==> images/cell_density.png <==
10 x 10 tiles, from black (low) to pale yellow (high), 0 to 100% covered.
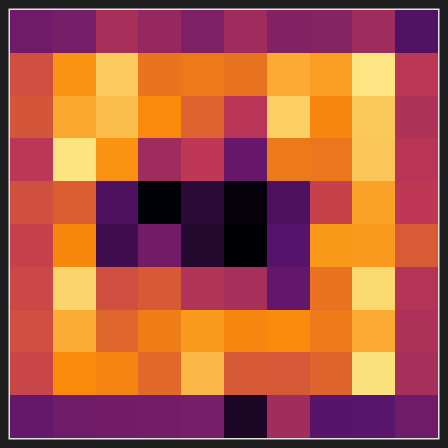
==> images/sizes.png <==
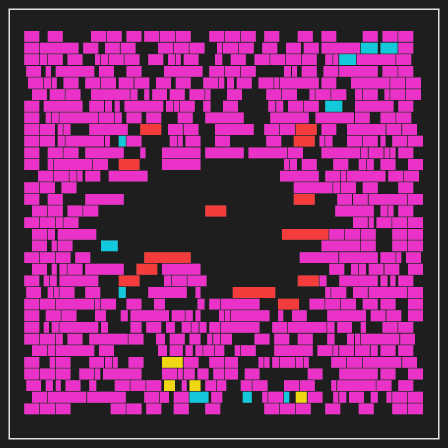
===== config.mk =====
export PLATFORM = sky130hd
export DESIGN_NAME = shift_right_seq
export DESIGN_NICKNAME = d
export VERILOG_FILES = /design/src/rtl/shift_right_seq.sv
export SDC_FILE = /design/constraint.sdc
export NUM_CORES = 1
export LEC_CHECK = 0
export CAP_MARGIN = 20
export CORE_MARGIN = 3
export CORE_UTILIZATION = 39
export DETAILED_ROUTE_END_ITERATION = 8
export GPL_ROUTABILITY_DRIVEN = 0
export PLACE_DENSITY = 0.92
export SETUP_SLACK_MARGIN = 0.2
export SYNTH_ARGS = -nofsm -noshare
export SYNTH_HDL_FRONTEND = slang
export SYNTH_SLANG_ARGS = --single-unit

===== constraint.sdc =====
create_clock -name clk -period 6.1 [get_ports clk]
set_clock_uncertainty 0.15 [all_clocks]
set_input_delay 0.915 -clock clk [delete_from_list [all_inputs] [get_ports clk]]
set_output_delay 0.915 -clock clk [all_outputs]
set_load 0.005 [all_outputs]

===== src/rtl/shift_right_seq.sv =====
// shift_right_seq
// Sequential symbol right-shifter. Accepts a 50-bit word of ten 5-bit symbols,
// shifts it right by up to 10 symbols using an external combinational shifter
// that handles at most 4 symbols per pass, and returns the result with a
// valid/ready handshake. Amounts above 10 are clamped and flagged as errors.
module shift_right_seq (
    input  logic        clk,
    input  logic        rst,
    input  logic        in_valid,
    output logic        in_ready,
    input  logic [49:0] in_data,
    input  logic [3:0]  in_amt,
    input  logic [4:0]  in_fill,
    output logic [49:0] sh_in,
    output logic [2:0]  sh_shift,
    output logic [4:0]  sh_fill,
    input  logic [49:0] sh_out,
    input  logic        sh_out_valid,
    output logic        out_valid,
    input  logic        out_ready,
    output logic [49:0] out_data,
    output logic        out_err,
    output logic        busy
);

    localparam logic [3:0] MAX_AMT  = 4'd10;
    localparam logic [3:0] MAX_PASS = 4'd4;

    typedef enum logic [1:0] {
        IDLE  = 2'd0,
        SHIFT = 2'd1,
        DONE  = 2'd2
    } state_t;

    state_t      state_q, state_d;
    logic [49:0] data_q,  data_d;
    logic [4:0]  fill_q,  fill_d;
    logic [3:0]  rem_q,   rem_d;
    logic        err_q,   err_d;

    logic [3:0]  amt_clamp;
    logic [2:0]  pass_amt;
    logic [3:0]  rem_after;

    // Clamped request amount, this pass's shift, and what is left afterwards.
    assign amt_clamp = (in_amt > MAX_AMT) ? MAX_AMT : in_amt;
    assign pass_amt  = (rem_q > MAX_PASS) ? 3'd4 : rem_q[2:0];
    assign rem_after = rem_q - {1'b0, pass_amt};

    // Next-state and datapath update for the IDLE -> SHIFT -> DONE sequence.
    always_comb begin
        state_d = state_q;
        data_d  = data_q;
        fill_d  = fill_q;
        rem_d   = rem_q;
        err_d   = err_q;
        unique case (state_q)
            IDLE: begin
                if (in_valid) begin
                    data_d  = in_data;
                    fill_d  = in_fill;
                    rem_d   = amt_clamp;
                    err_d   = (in_amt > MAX_AMT);
                    state_d = (amt_clamp == 4'd0) ? DONE : SHIFT;
                end
            end
            SHIFT: begin
                data_d = sh_out;
                rem_d  = rem_after;
                // A shifter fault taints the whole request, not just this pass.
                if (!sh_out_valid) begin
                    err_d = 1'b1;
                end
                if (rem_after == 4'd0) begin
                    state_d = DONE;
                end
            end
            DONE: begin
                if (out_ready) begin
                    state_d = IDLE;
                end
            end
            default: begin
                state_d = IDLE;
            end
        endcase
    end

    // State and datapath registers; reset aborts any request in flight.
    always_ff @(posedge clk or posedge rst) begin
        if (rst) begin
            state_q <= IDLE;
            data_q  <= '0;
            fill_q  <= '0;
            rem_q   <= '0;
            err_q   <= 1'b0;
        end else begin
            state_q <= state_d;
            data_q  <= data_d;
            fill_q  <= fill_d;
            rem_q   <= rem_d;
            err_q   <= err_d;
        end
    end

    // in_ready is gated by rst because the state register already reads IDLE
    // while reset is held, and no request may be taken then.
    assign in_ready  = (state_q == IDLE) && !rst;
    assign out_valid = (state_q == DONE);
    assign busy      = (state_q != IDLE);
    assign out_data  = data_q;
    assign out_err   = err_q;

    // The shifter sees the registers at all times but only shifts in SHIFT.
    assign sh_in    = data_q;
    assign sh_fill  = fill_q;
    assign sh_shift = (state_q == SHIFT) ? pass_amt : 3'd0;

endmodule


==> results.ini <==
[outcome]
status = finished clean

[cells_and_area]
syn_to_final_growth_pct = 61.6

[timing]
finalMaxSlewViolations = 0
timing.setup.tns_ns = 0
rsz0062_at_grt = no
fin_crit_sh_pct = 49.5
setup_viol = 0
maxSlewHeadroom_pct = 38.8
finalHoldViolCount = 0

[synthesis]
syn_nets = 461
synth_warnings = 0
yosys-stat-cells = 346
syn_inst = 346
yosys_most_used_dff = sky130_fd_sc_hd__dfrtp_1
netlist_area_mm2 = 0.00345
number_of_storage_elements_in_the_synthesis_netlist = 62
yosysTopAreaCellShare_pct = 45.0
synth-edff-count = 0
post_synth_num_cell_types = 40
synthDominantAreaCellType = sky130_fd_sc_hd__dfrtp_1

[floorplan]
floorplan.rows = 33
core_mm2 = 0.00838

[routing]
dr.first_iter.drc_count = 122
drc = 0
route.final.wire_length_um = 10200
vias_per_cell = 4.94
drtAntennaViolNets = 0
num_vias = 3076

[clock_tree]
cts_root_buf = sky130_fd_sc_hd__clkbuf_8
cts.path.max_buffers = 2
clkSinkCount = 62
postCtsSetupRepairBufs = 0

[global_route]
gr-max-usage-layer = met2
met3_usage_pct = 6.88
grt_pass1_vias = 3176
global_route_wire_length_before_repair_um = 16000
grt.met2_usage_pct = 36.5
grt_start_max_net_pins = 107
use_met1_pct = 22.8

[min_path]
timing.hold.worst.start = sh_fill[1]
worstHoldEndpoint = sh_fill[1]
hold_removal_path_class = flop to flop

[critical_path]
path_max_fanout = 2
critical_path.endpoint_type = primary output
worst-endpoint-required_ns = 5.03

[power_and_ir_drop]
power.density_mw_per_mm2 = 482
power.ir.vdd_worst_mv = 0.298

[job]
warnings = 28
timing.max_cap.violations = 0

## Picture notes: cell_density.png
- fullest tile: 94%
- tiles over 75% full: 22%
- nearly empty tiles: 3.0%
- mean over tiles: 54%
- emptiest ninth of the die: centre

## Picture notes: sizes.png
- _2 cells: cyan (cells 10; most used mux2_2)
- _3 and _4 cells: yellow (cells 4; most used buf_4)
- _6 and larger: red (cells 13; most used clkbuf_8)
- _0 and _1 cells: magenta (cells 491; most used clkdlybuf4s50_1)

## metal layers
layer	up-vias	wire [um]	share of wire, %
li1	1465	-	-
met1	1429	3800	37
met2	172	5270	52
met3	10	994	9.8
met4	0	87	0.86
met5	-	0	0
## cells in the mapped netlist (all sizes together), types with 2 or more instances
master  count
buf        66
dfrtp      62
o21ai      54
nand2      53
mux2i      51
clkbuf      7
a21oi       5
inv         5
mux2        5
a211oi      3
nor2        3
nor3b       3
and2b       2
and3        2
nor2b       2
o211ai      2
o21bai      2
or2         2
or3b        2
## layout make-up
type | count | area, um^2 | share of cell area (%)
sequential | 62 | 1550 | 27.9
tap | 105 | 131 | 2.36
multi-input combinational | 206 | 1350 | 24.2
inverter | 5 | 18.8 | 0.337
clock buffer | 12 | 145 | 2.61
clock inverter | 4 | 70.1 | 1.26
timing repair buffer | 229 | 2300 | 41.3
## through the flow
stage | std cells | utilization [%] | cell area [um^2] | worst slack, ns | total power, mW
global route | 623 | 66.4 | 5570 | 3.02 | 2.88
global placement | 606 | 63.5 | 5330 | 3.07 | 2.24
floorplan | 346 | - | 3450 | 3.49 | 1.62
finish | 623 | 66.4 | 5570 | 3.08 | 2.69
detailed placement | 606 | 63.5 | 5330 | 3.01 | 2.31
CTS | 622 | 66.1 | 5540 | 3.08 | 2.71
## cell families after synthesis
group                    count (synthesis)  synth area share [%]
buffers and inverters                   78                  16.2
AND/OR/NAND/NOR                         75                  10.1
AND-OR/OR-AND                           73                  11.8
flip-flops                              62                  45.0
multiplexers                            56                  16.4
adder cells (fa/ha/maj)                  1                 0.363
other                                    1                 0.109
## state kept, by name, summed over array words and instances (netlist names)
name,count
sh_fill,5
state_q,2
rem_q,4
out_data,50
out_err,1
## how the worst max path moves through the flow
| stage | from | end | slack [ns] | depth (start not counted) |
|---|---|---|---|---|
| floorplan | rst | out_data[0] | 3.49 | 1 |
| global placement | rst | in_ready | 3.07 | 3 |
| detailed placement | in_valid | out_data[4] | 3.01 | 4 |
| CTS | rst | in_ready | 3.08 | 3 |
| global route | rst | in_ready | 3.02 | 3 |
| finish | rst | in_ready | 3.08 | 3 |
## where the power goes
group | internal (mW) | switching [mW]
clock network | 0.240 | 0.152
logic | 0.923 | 0.550
registers | 0.623 | 0.198
## worst max-delay path: stages
cell and delay [ns]:
sky130_fd_sc_hd__clkdlybuf4s50_1 0.43, sky130_fd_sc_hd__nor2_1 0.11, sky130_fd_sc_hd__clkdlybuf4s50_1 0.50
No activity file was given, so power comes from the tool's default toggle rates.
